==> run_1/clock_map.png <==
Bar = 50 um.
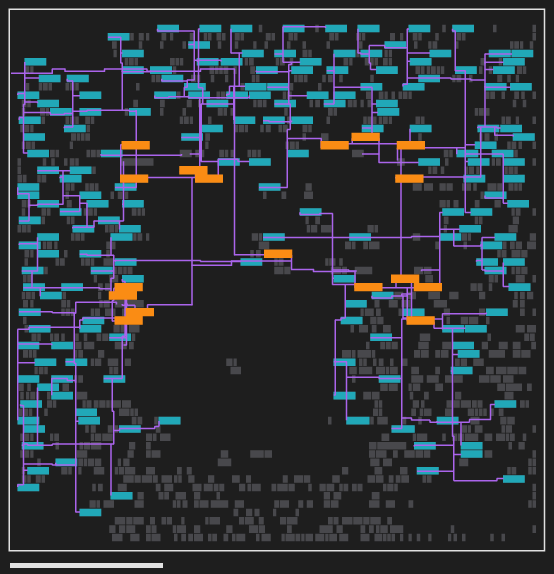
==> run_1/drive_strength.png <==
Bar = 50 um.
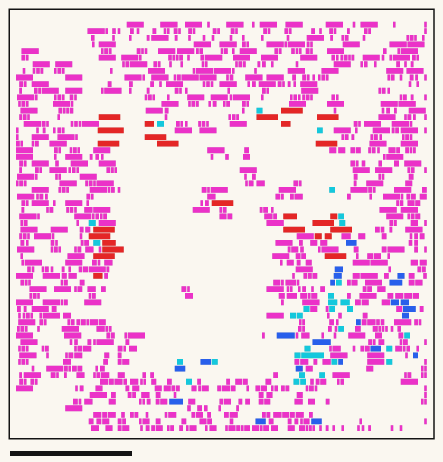
==> run_1/final_clocks.png <==
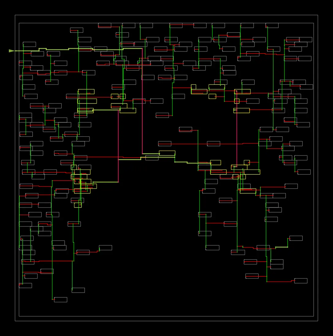
==> run_1/registers.png <==
Other sequential cells in the stronger grey, the rest of the logic in the fainter grey.
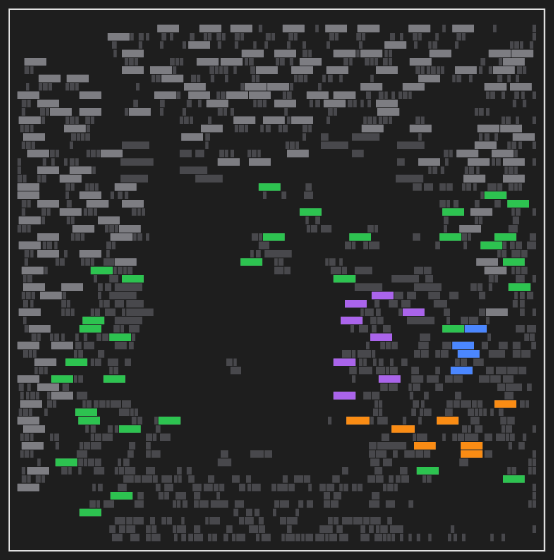
## config.mk

```make
export PLATFORM = sky130hd
export DESIGN_NAME = tinytester_capture
export DESIGN_NICKNAME = d
export VERILOG_FILES = /design/src/rtl/tinytester_pkg.sv /design/src/rtl/tinytester_phase_cmp.sv /design/src/rtl/tinytester_capture.sv
export SDC_FILE = /design/constraint.sdc
export NUM_CORES = 1
export LEC_CHECK = 0
export CORE_AREA = 2 2 172 174
export CTS_CLUSTER_SIZE = 10
export DETAILED_ROUTE_END_ITERATION = 8
export DIE_AREA = 0 0 174 176
export DONT_BUFFER_PORTS = 1
export MAX_ROUTING_LAYER = met4
export PLACE_DENSITY = 0.51
export SYNTH_ARGS = -nofsm -noshare
export SYNTH_HDL_FRONTEND = slang
export SYNTH_SLANG_ARGS = --single-unit
```

## constraint.sdc

```tcl
create_clock -name clk -period 4.05 [get_ports clk]
set_clock_uncertainty 0.05 [all_clocks]
set_input_delay 0.405 -clock clk [delete_from_list [all_inputs] [get_ports clk]]
set_output_delay 0.405 -clock clk [all_outputs]
set_load 0.02 [all_outputs]
```

## src/rtl/tinytester_pkg.sv

```systemverilog
// Shared definitions for the tinytester capture block: sequencer
// one-hot states, control/status bit indices and a phase decoder.
package tinytester_pkg;

  typedef enum logic [6:0] {
    S_CAP0  = 7'h01,
    S_CAP1  = 7'h02,
    S_CAP2  = 7'h04,
    S_CAP3  = 7'h08,
    S_CHECK = 7'h10,
    S_WAIT  = 7'h20,
    S_IDLE  = 7'h40
  } seq_state_e;

  localparam int CTL_START = 0;
  localparam int CTL_CLR   = 1;

  localparam int ST_BUSY      = 0;
  localparam int ST_DONE      = 1;
  localparam int ST_FAIL      = 2;
  localparam int ST_PFAIL_LSB = 4;

  localparam int SETTLE_W = 8;

  // {is_capture_state, phase_index}
  function automatic logic [2:0] cap_phase(
    input seq_state_e s
  );
    logic [2:0] r;
    r = 3'b000;
    unique case (s)
      S_CAP0:  r = 3'b100;
      S_CAP1:  r = 3'b101;
      S_CAP2:  r = 3'b110;
      S_CAP3:  r = 3'b111;
      default: r = 3'b000;
    endcase
    return r;
  endfunction

endpackage

```

## src/rtl/tinytester_phase_cmp.sv

```systemverilog
// Masked compare of one pad sample against its expected value.
// Ports: sample_i/expect_i/mask_i in, mismatch_o vector and fail_o out.
module tinytester_phase_cmp #(
  parameter int WIDTH = 32
) (
  input  logic [WIDTH-1:0] sample_i,
  input  logic [WIDTH-1:0] expect_i,
  input  logic [WIDTH-1:0] mask_i,
  output logic [WIDTH-1:0] mismatch_o,
  output logic             fail_o
);

  assign mismatch_o = (sample_i ^ expect_i) & mask_i;
  assign fail_o     = |mismatch_o;

endmodule

```

## src/rtl/tinytester_capture.sv

```systemverilog
// Receive-side tester: samples padin_i once per drive phase P0..P3,
// checks against masked per-phase expectations, reports sticky pin
// mismatches, per-phase fail flags and run status.
// Ports: clk, rst (sync, active high), control_i [0]=start [1]=clear,
//   expect_p0_i..p3_i, mask_i, padin_i in; capture_p0_o..p3_o,
//   mismatch_o, status_o, err_count_o, sequencer_state out.
// Macro TINYTESTER_ERRCNT_EN enables the failed-run counter;
// without it err_count_o is tied to zero.
module tinytester_capture
  import tinytester_pkg::*;
#(
  parameter int WIDTH         = 32,
  parameter int SETTLE_CYCLES = 0,
  parameter int CNT_W         = 16
) (
  input  logic             clk,
  input  logic             rst,
  input  logic [31:0]      control_i,
  input  logic [WIDTH-1:0] expect_p0_i,
  input  logic [WIDTH-1:0] expect_p1_i,
  input  logic [WIDTH-1:0] expect_p2_i,
  input  logic [WIDTH-1:0] expect_p3_i,
  input  logic [WIDTH-1:0] mask_i,
  input  logic [WIDTH-1:0] padin_i,
  output logic [WIDTH-1:0] capture_p0_o,
  output logic [WIDTH-1:0] capture_p1_o,
  output logic [WIDTH-1:0] capture_p2_o,
  output logic [WIDTH-1:0] capture_p3_o,
  output logic [WIDTH-1:0] mismatch_o,
  output logic [31:0]      status_o,
  output logic [CNT_W-1:0] err_count_o,
  output logic [6:0]       sequencer_state
);

  localparam logic [SETTLE_W-1:0] SETTLE_RLD =
    SETTLE_W'(SETTLE_CYCLES);

  seq_state_e          state_q, state_d;
  logic [SETTLE_W-1:0] cnt_q, cnt_d;
  logic [WIDTH-1:0]    cap_q [4];
  logic [WIDTH-1:0]    cap_d [4];
  logic [WIDTH-1:0]    mis_q, mis_d;
  logic                busy_q, busy_d;
  logic                done_q, done_d;
  logic                fail_q, fail_d;
  logic [3:0]          pfail_q, pfail_d;

  logic             start;
  logic             clr;
  logic [2:0]       cph;
  logic [1:0]       ph;
  logic             is_cap;
  logic [WIDTH-1:0] exp_sel;
  logic [WIDTH-1:0] cmp_mis;
  logic             cmp_fail;
  logic             unused_ctl;

  assign start      = control_i[CTL_START];
  assign clr        = control_i[CTL_CLR];
  assign unused_ctl = ^control_i[31:2];

  assign cph    = cap_phase(state_q);
  assign is_cap = cph[2];
  assign ph     = cph[1:0];

  always_comb begin
    exp_sel = expect_p0_i;
    unique case (ph)
      2'd0: exp_sel = expect_p0_i;
      2'd1: exp_sel = expect_p1_i;
      2'd2: exp_sel = expect_p2_i;
      2'd3: exp_sel = expect_p3_i;
    endcase
  end

  tinytester_phase_cmp #(
    .WIDTH(WIDTH)
  ) u_cmp (
    .sample_i  (padin_i),
    .expect_i  (exp_sel),
    .mask_i    (mask_i),
    .mismatch_o(cmp_mis),
    .fail_o    (cmp_fail)
  );

  always_comb begin
    state_d = state_q;
    cnt_d   = cnt_q;
    cap_d   = cap_q;
    mis_d   = mis_q;
    busy_d  = busy_q;
    done_d  = done_q;
    fail_d  = fail_q;
    pfail_d = pfail_q;
    unique case (state_q)
      S_IDLE: begin
        if (start) begin
          state_d = S_CAP0;
          cnt_d   = SETTLE_RLD;
          busy_d  = 1'b1;
          done_d  = 1'b0;
          fail_d  = 1'b0;
          pfail_d = 4'b0;
        end
      end
      S_CAP0, S_CAP1, S_CAP2, S_CAP3: begin
        if (cnt_q != '0) begin
          cnt_d = cnt_q - 1'b1;
        end else begin
          cap_d[ph]   = padin_i;
          pfail_d[ph] = cmp_fail;
          mis_d       = mis_q | cmp_mis;
          cnt_d       = SETTLE_RLD;
          // one-hot shift walks CAP0..CAP3 then CHECK
          state_d = seq_state_e'({state_q[5:0], 1'b0});
        end
      end
      S_CHECK: begin
        done_d  = 1'b1;
        busy_d  = 1'b0;
        fail_d  = |pfail_q;
        state_d = S_WAIT;
      end
      S_WAIT: begin
        if (!start) state_d = S_IDLE;
      end
      default: state_d = S_IDLE;
    endcase
    if (clr) mis_d = '0;
  end

  always_ff @(posedge clk) begin
    if (rst) begin
      state_q <= S_IDLE;
      cnt_q   <= '0;
      for (int i = 0; i < 4; i++) cap_q[i] <= '0;
      mis_q   <= '0;
      busy_q  <= 1'b0;
      done_q  <= 1'b0;
      fail_q  <= 1'b0;
      pfail_q <= 4'b0;
    end else begin
      state_q <= state_d;
      cnt_q   <= cnt_d;
      cap_q   <= cap_d;
      mis_q   <= mis_d;
      busy_q  <= busy_d;
      done_q  <= done_d;
      fail_q  <= fail_d;
      pfail_q <= pfail_d;
    end
  end

`ifdef TINYTESTER_ERRCNT_EN
  logic [CNT_W-1:0] err_q, err_d;

  always_comb begin
    err_d = err_q;
    if (state_q == S_CHECK && |pfail_q && err_q != '1)
      err_d = err_q + 1'b1;
    if (clr) err_d = '0;
  end

  always_ff @(posedge clk) begin
    if (rst) err_q <= '0;
    else     err_q <= err_d;
  end

  assign err_count_o = err_q;
`else
  assign err_count_o = '0;
`endif

  always_comb begin
    status_o = 32'b0;
    status_o[ST_BUSY] = busy_q;
    status_o[ST_DONE] = done_q;
    status_o[ST_FAIL] = fail_q;
    status_o[ST_PFAIL_LSB +: 4] = pfail_q;
  end

  assign capture_p0_o    = cap_q[0];
  assign capture_p1_o    = cap_q[1];
  assign capture_p2_o    = cap_q[2];
  assign capture_p3_o    = cap_q[3];
  assign mismatch_o      = mis_q;
  assign sequencer_state = state_q;

endmodule

```

==> flow_metrics.py, run 1 <==
# Auto-generated metrics
metrics = {
    "die": {
        "die_w_um": 174,
        "rows": 62,
        "initial_core_util_pct": 30.40,
        "io_pins": 441,
        "die-area_mm2": 0.03062,
        "fp.dieH_um": 176,
        "core-area_mm2": 0.02855,
    },
    "yosys": {
        "ys_sh_mux_pct": 2.422,
        "top_area_share_pct": 41.98,
        "syn_area_mm2": 0.008678,
        "fa_ha_area_share_pct": 0.2884,
        "most_common_cell": "nand2_1",
        "avgSynthCellArea_um2": 7.613,
        "synth.distinct_cells": 59,
        "synthXorXnorAreaFrac_pct": 1.716,
        "ys_sh_aoi_pct": 21.06,
        "ys_top_cells_by_count": "nand2_1, a21oi_1, dfxtp_1",
        "synthSimpleGateAreaFrac_pct": 24.57,
        "synth-edff-count": 0,
        "numSynthFlops": 182,
        "ys_cells": 1140,
        "postSynthSeqShare_pct": 41.98,
        "synth-main-ff-cell": "dfxtp_1",
        "largest_area_cell": "dfxtp_1",
        "topCombFamilyByArea": "simple AND/OR/NAND/NOR gates",
        "synthTopCellsByArea": "dfxtp_1, nand2_1, a21oi_1, buf_4, nand2b_1",
        "async_flop_share_pct": 0,
        "syn_inst": 1140,
        "yosysChipArea_mm2": 0.008678,
        "yosys_warnings": 0,
    },
    "worst_hold_path": {
        "hold_class": "input pin to flip-flop",
        "hold_depth": 2,
        "min_from": "padin_i[22]",
        "hold_end": "capture_p3_o[22]",
    },
    "final_timing": {
        "finalMaxSlewViolations": 0,
        "worstMarginPinSlew_ps": 1065,
        "hold_slack_ps": 46.79,
        "timing.setup.tns_ps": 0,
        "setup_viol": 0,
        "fin_crit_ps": 3730,
        "fin_crit_sh_pct": 92.09,
        "hold_violations": 0,
        "rsz0062_at_grt": "false",
        "maxSlewHeadroom_pct": 28.86,
        "fmax_ghz": 0.2681,
    },
    "outcome": {
        "status": "finished clean",
    },
    "global_routing": {
        "grt_overflow_total": 0,
        "first_global_vias": 7453,
        "use_met3_pct": 8.161,
        "grt_antenna_before_repair": 1,
        "grt.met1_usage_pct": 25.76,
        "grt.busiest_layer": "met2",
        "track_usage_pct": 22.20,
        "use_met2_pct": 36.62,
        "grt_pass1_wl_mm": 49.50,
        "grt_max_degree": 143,
    },
    "worst_setup_path": {
        "cpPeakStageDelay_ps": 940,
        "critPathCaptureType": "flip-flop",
        "r2r-end": "pfail_q[3]",
        "cp.arrival_ps": 3970,
        "cp_top_family": "simple AND/OR/NAND/NOR gates",
        "startpoint_type": "flip-flop",
        "reg2reg_slack_ps": 320,
        "crit_required_ps": 4290,
        "reg2reg_depth": 8,
        "reg2reg_from": "sequencer_state[3]",
        "critical_path.cell_chain": "nor2b_1 -> o311ai_4 -> a32oi_1 -> mux2i_1 -> nor4_1 -> nand4_1 -> nor4_2 -> o41ai_1",
        "critPathBufInv": 0,
        "worstSetupPathType": "flip-flop to flip-flop",
        "cp_max_fo": 22,
        "cpMaxStageDelayCell": "o311ai_4",
    },
    "route": {
        "top_layer_used": "met4",
        "dr_wl_met3_mm": 3.548,
        "drtAntennaViolNets": 0,
        "drtIter0Drc": 645,
        "via_per_inst": 5.245,
        "wl_per_cell_um": 22.95,
        "drc": 0,
        "route.met2.wl_mm": 16.54,
        "first_pass_iters": 5,
        "wl_mm": 34.33,
        "vias": 7847,
        "met1Wirelength_mm": 13.60,
    },
    "clock_tree": {
        "post_cts_buffers": 0,
        "h-tree-depth": 4,
        "path_clk_slew_ps": 80,
        "cts_buffer_depth": 2,
        "clock-root-buffer": "clkbuf_16",
        "cts_tree": "done",
    },
    "power": {
        "peakVddDrop_mv": 0.2504,
        "total_leakage_power_nw": 3.138,
        "total_power_mw": 3.994,
        "powerDensity_mw_per_mm2": 420.5,
    },
    "place": {
        "pre_cts_slack_ps": 400.5,
        "place.gp.congestion": 0.8749,
        "dp.cells": 1462,
        "port_buffers": 0,
        "place_area_mm2": 0.008887,
        "hpwl_mm": 24.71,
    },
    "cells_and_area": {
        "final_layout_size_suffix_gt1_share_pct": 7.201,
        "num-nets-final": 1327,
        "instances_no_fill": 1496,
        "utilization_pct": 33.27,
    },
    "run": {
        "warnings": 59,
        "cap_viol_max_count": 0,
    },
}
-- clock_map.png (at the start) --
Key: flip-flops = cyan [count 182]; clock wires = purple [length 2750 um]; cells driving clock nets = orange [count 17]
There are 18 routed clock nets. Position of the flops: widely spread.
Clk power: 1.72 mW
Clock power frac: 43.0%
clk_lat worst skew: 420 ps

-- drive_strength.png (at the start) --
Key: drive 6 and up = red [cells 26, most used clkbuf_16]; drive 3 to 4 = cyan [cells 32, most used buf_4]; drive 1 or less = magenta [cells 1031, most used nand2_1]; drive 2 = blue [cells 22]
fin worst setup slack: 320.2 ps
synthesis-to-finish area growth: 9.458%
Finished Cell Area: 0.009499 mm2

-- final_clocks.png (at the start) --
Seq Cell Count: 182
CLK BUF: 17
CTS Buf Count: 17
Clock Sink Count: 182

-- registers.png (at the start) --
Key: `cnt_q` = purple [sequential cells 8]; `sequencer_state` = orange [sequential cells 7, where lower right]; `pfail_q` = blue [sequential cells 4]; `mismatch_o` = green [sequential cells 32]
Another 131 sequential cells are not coloured.

-- run 1: worst max path at each step --
stage	depth (start not counted)	end	slack (ps)	start
finish	8	pfail_q[3]	320	sequencer_state[3]
global route	8	pfail_q[2]	170	sequencer_state[3]
CTS	10	pfail_q[3]	390	sequencer_state[0]
detailed placement	8	pfail_q[3]	400	sequencer_state[3]
global placement	8	pfail_q[3]	400	sequencer_state[3]
floorplan	10	pfail_q[2]	1130	sequencer_state[5]
-- run 1: sequential cells by signal, indices dropped and copies added, names as in the netlist --
| name | flops |
|---|---|
| capture_p3_o | 32 |
| capture_p2_o | 32 |
| mismatch_o | 32 |
| sequencer_state | 7 |
| capture_p1_o | 32 |
| done_q | 1 |
| cnt_q | 8 |
| capture_p0_o | 32 |
| busy_q | 1 |
| fail_q | 1 |
| pfail_q | 4 |
-- run 1: report_power, final --
group	internal [mW]	switching [mW]	total (mW)
Sequential	1.82	0.0473	1.87
Combinational	0.141	0.268	0.409
Clock	0.879	0.839	1.72
Total	2.84	1.15	3.99
-- run 1: layout make-up --
class / count / area (um2)
repair buffers: 26 / 200.2
fillers: 3062 / 19050
clock inverters: 14 / 163.9
diodes: 1 / 2.502
multi-input cells: 867 / 4562
inverters: 5 / 18.77
well taps: 384 / 480.5
clock buffers: 17 / 425.4
flip-flops and latches: 182 / 3646
-- run 1: layout by cell type, fill, tap and decap left out, drive strengths merged, types with 13 or more instances in the layout --
master,netlist,layout
o21ai,33,33
dfxtp,182,182
mux2i,21,21
conb,1,41
a32o,13,13
buf,55,24
xnor2,13,13
nand2,307,307
nand2b,45,45
o32ai,19,19
nor2,63,63
a21oi,197,197
clkbuf,71,17
-- run 1: what timing repair did --
item / in CTS / in global routing
endpoints found under the hold margin: 6 / 0
gates resized: 0 / 0
hold buffers: 2 / 0
==> run_1/met4.png <==
Supply wires on this layer in grey.
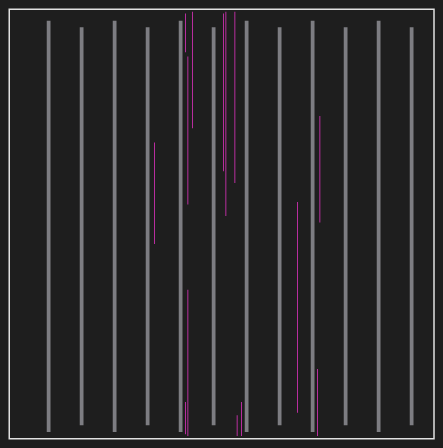

==> run 1 -> run 2 <==
Clock period 4.05 ns to 4.25 ns, I/O delays scaled along.
==> run_2/met4.png <==
Supply wires on this layer in grey.
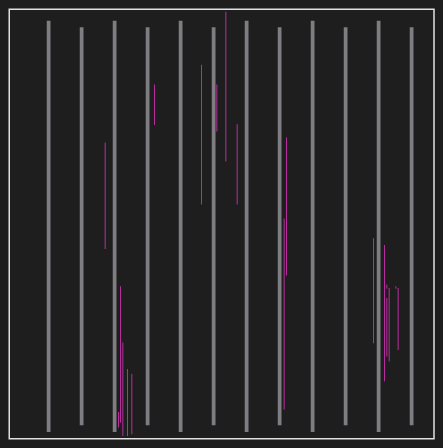
16 nets have wire on it. The wires run mostly vertical.

==> run 2 against run 1 <==
Effect of this change:
- clock power is 7% lower
- critical endpoint unchanged
- sequential share of layout area is 0.12 points lower
- first-iteration DRC count is 11% lower
- die size unchanged
- register-to-register slack improved by 250 ps
- sequential power down 5%
==> flow_metrics.py, run 2 <==
# Auto-generated metrics
metrics = {
    "die": {
        "die-area_mm2": 0.03062,
        "initial_core_util_pct": 30.40,
        "fp.dieH_um": 176,
        "die_w_um": 174,
        "rows": 62,
    },
    "yosys": {
        "top_area_share_pct": 41.98,
        "synth.distinct_cells": 59,
        "synth-edff-count": 0,
        "postSynthSeqShare_pct": 41.98,
        "syn_area_mm2": 0.008678,
        "synth-main-ff-cell": "dfxtp_1",
        "yosys_warnings": 0,
        "most_common_cell": "nand2_1",
        "numSynthFlops": 182,
        "yosysChipArea_mm2": 0.008678,
        "synthTopCellsByArea": "dfxtp_1, nand2_1, a21oi_1, buf_4, nand2b_1",
        "ys_cells": 1140,
    },
    "global_routing": {
        "grt_max_degree": 145,
        "grt_pass1_wl_mm": 49.38,
        "first_global_vias": 7558,
        "grt_antenna_before_repair": 1,
    },
    "final_timing": {
        "fmax_ghz": 0.2719,
        "fin_crit_sh_pct": 86.53,
        "fin_crit_ps": 3678,
        "maxSlewHeadroom_pct": 25.96,
        "timing.setup.tns_ps": 0,
        "hold_violations": 0,
    },
    "worst_hold_path": {
        "hold_end": "capture_p2_o[8]",
        "min_from": "padin_i[8]",
        "hold_depth": 2,
    },
    "outcome": {
        "status": "finished clean",
    },
    "worst_setup_path": {
        "worstSetupPathType": "flip-flop to flip-flop",
        "reg2reg_from": "sequencer_state[6]",
        "cp.arrival_ps": 3920,
        "startpoint_type": "flip-flop",
        "r2r-end": "pfail_q[3]",
        "crit_required_ps": 4500,
        "cp_max_fo": 36,
        "cp-endpoint": "pfail_q[3]",
        "critPathLaunch": "sequencer_state[6]",
        "reg2reg_depth": 11,
    },
    "route": {
        "via_per_inst": 5.232,
        "wl_mm": 33.84,
        "drtIter0Drc": 571,
        "first_pass_iters": 5,
        "wl_per_cell_um": 22.59,
    },
    "power": {
        "pg_seq_mw": 1.78,
        "power.internal_mw": 2.660,
        "swShare_pct": 29.39,
        "powerDensity_mw_per_mm2": 395.4,
        "clkPwrFrac_pct": 42.5,
        "maxPowerGroup": "registers",
    },
    "place": {
        "dp.cells": 1462,
        "place.gp.congestion": 0.8344,
    },
    "clock_tree": {
        "clock-sinks": 182,
        "cts_buffer_depth": 2,
        "cts_buffers": 17,
        "clock-root-buffer": "clkbuf_16",
        "post_cts_buffers": 0,
        "h-tree-depth": 4,
    },
    "cells_and_area": {
        "area_growth_pct": 9.804,
        "lay_top_count": "nand2_1",
        "instances_no_fill": 1498,
        "num-nets-final": 1328,
        "fill_cells": 3078,
    },
    "run": {
        "warnings": 59,
    },
}
==> run_2/registers.png <==
Other sequential cells in the stronger grey, the rest of the logic in the fainter grey.
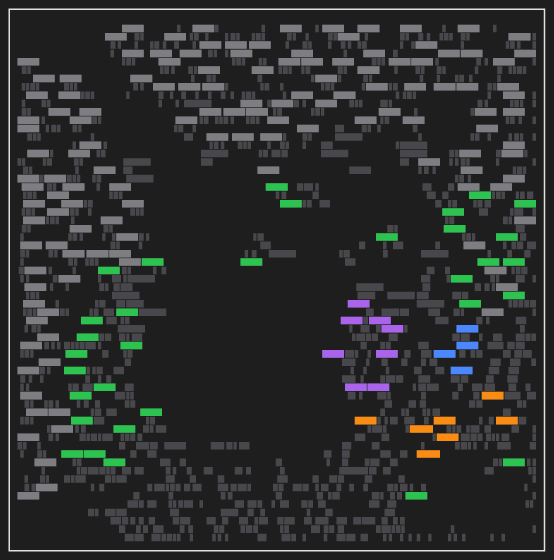
Key: `cnt_q` = purple [sequential cells 8]; `pfail_q` = blue [sequential cells 4]; `sequencer_state` = orange [sequential cells 7, where lower right]; `mismatch_o` = green [sequential cells 32]
Another 131 sequential cells are not coloured.

run 2: netlist changes by cell type in the layout (fill, tap and decap cells not counted), sizes merged:
cell,before,now
clkinvlp,2,0
inv,11,13
bufinv,1,0
clkbuf,17,18
clkinv,5,6
dlygate4sd3,2,3
run 2: layer usage:
layer | GRT usage (%) | share of wire (%) | vias to the layer above
li1 | - | - | 3734
met1 | 26.09 | 40 | 3691
met2 | 35.89 | 48 | 371
met3 | 7.687 | 10 | 42
met4 | 5.952 | 2.1 | 0
met5 | - | 0 | -
run 2: critical path, stage by stage, from the launching register on:
cell and delay [ps]:
dfxtp_1 300, buf_4 170, or4_1 510, buf_4 270
o32ai_1 320, nand2b_1 90, a32o_1 300, mux2i_1 140
nor4_1 420, nand4_1 360, nor4_2 440, o41ai_1 130
run 2: layout make-up:
class                      instances  area [um2]  area share (%)
antenna                            1       2.502         0.02626
clock buffer                      18       429.2           4.504
clock inverter                    14       155.1           1.628
inverter                           5       18.77          0.1970
multi-input combinational        867        4562           47.87
sequential                       182        3646           38.26
tap                              384       480.5           5.042
timing repair buffer              27       235.2           2.468
run 2: cell families (layout without fill, tap and decap cells):
logic type	Yosys count	count (layout)	synth area share, %
buffers and inverters	131	64	7.915
AND/OR/NAND/NOR	481	481	24.57
adder cells (fa/ha/maj)	2	2	0.2883
XOR/XNOR	17	17	1.716
multiplexers	21	21	2.422
flip-flops	182	182	41.98
AND-OR/OR-AND	305	305	21.06
other	1	42	0.04321
run 2: through the flow:
stage	setup slack, ps	power, mW	utilization (%)	hold WS (ps)
finish	572.3	3.767	33.38	62.34
global route	341.2	3.925	33.38	27.15
CTS	577.2	3.825	33.34	0.2225
detailed placement	575.0	2.206	31.22	445.1
global placement	623.6	2.200	31.22	436.0
floorplan	1328	2.155	-	372.0
Power is estimated from default activity; no workload was simulated.
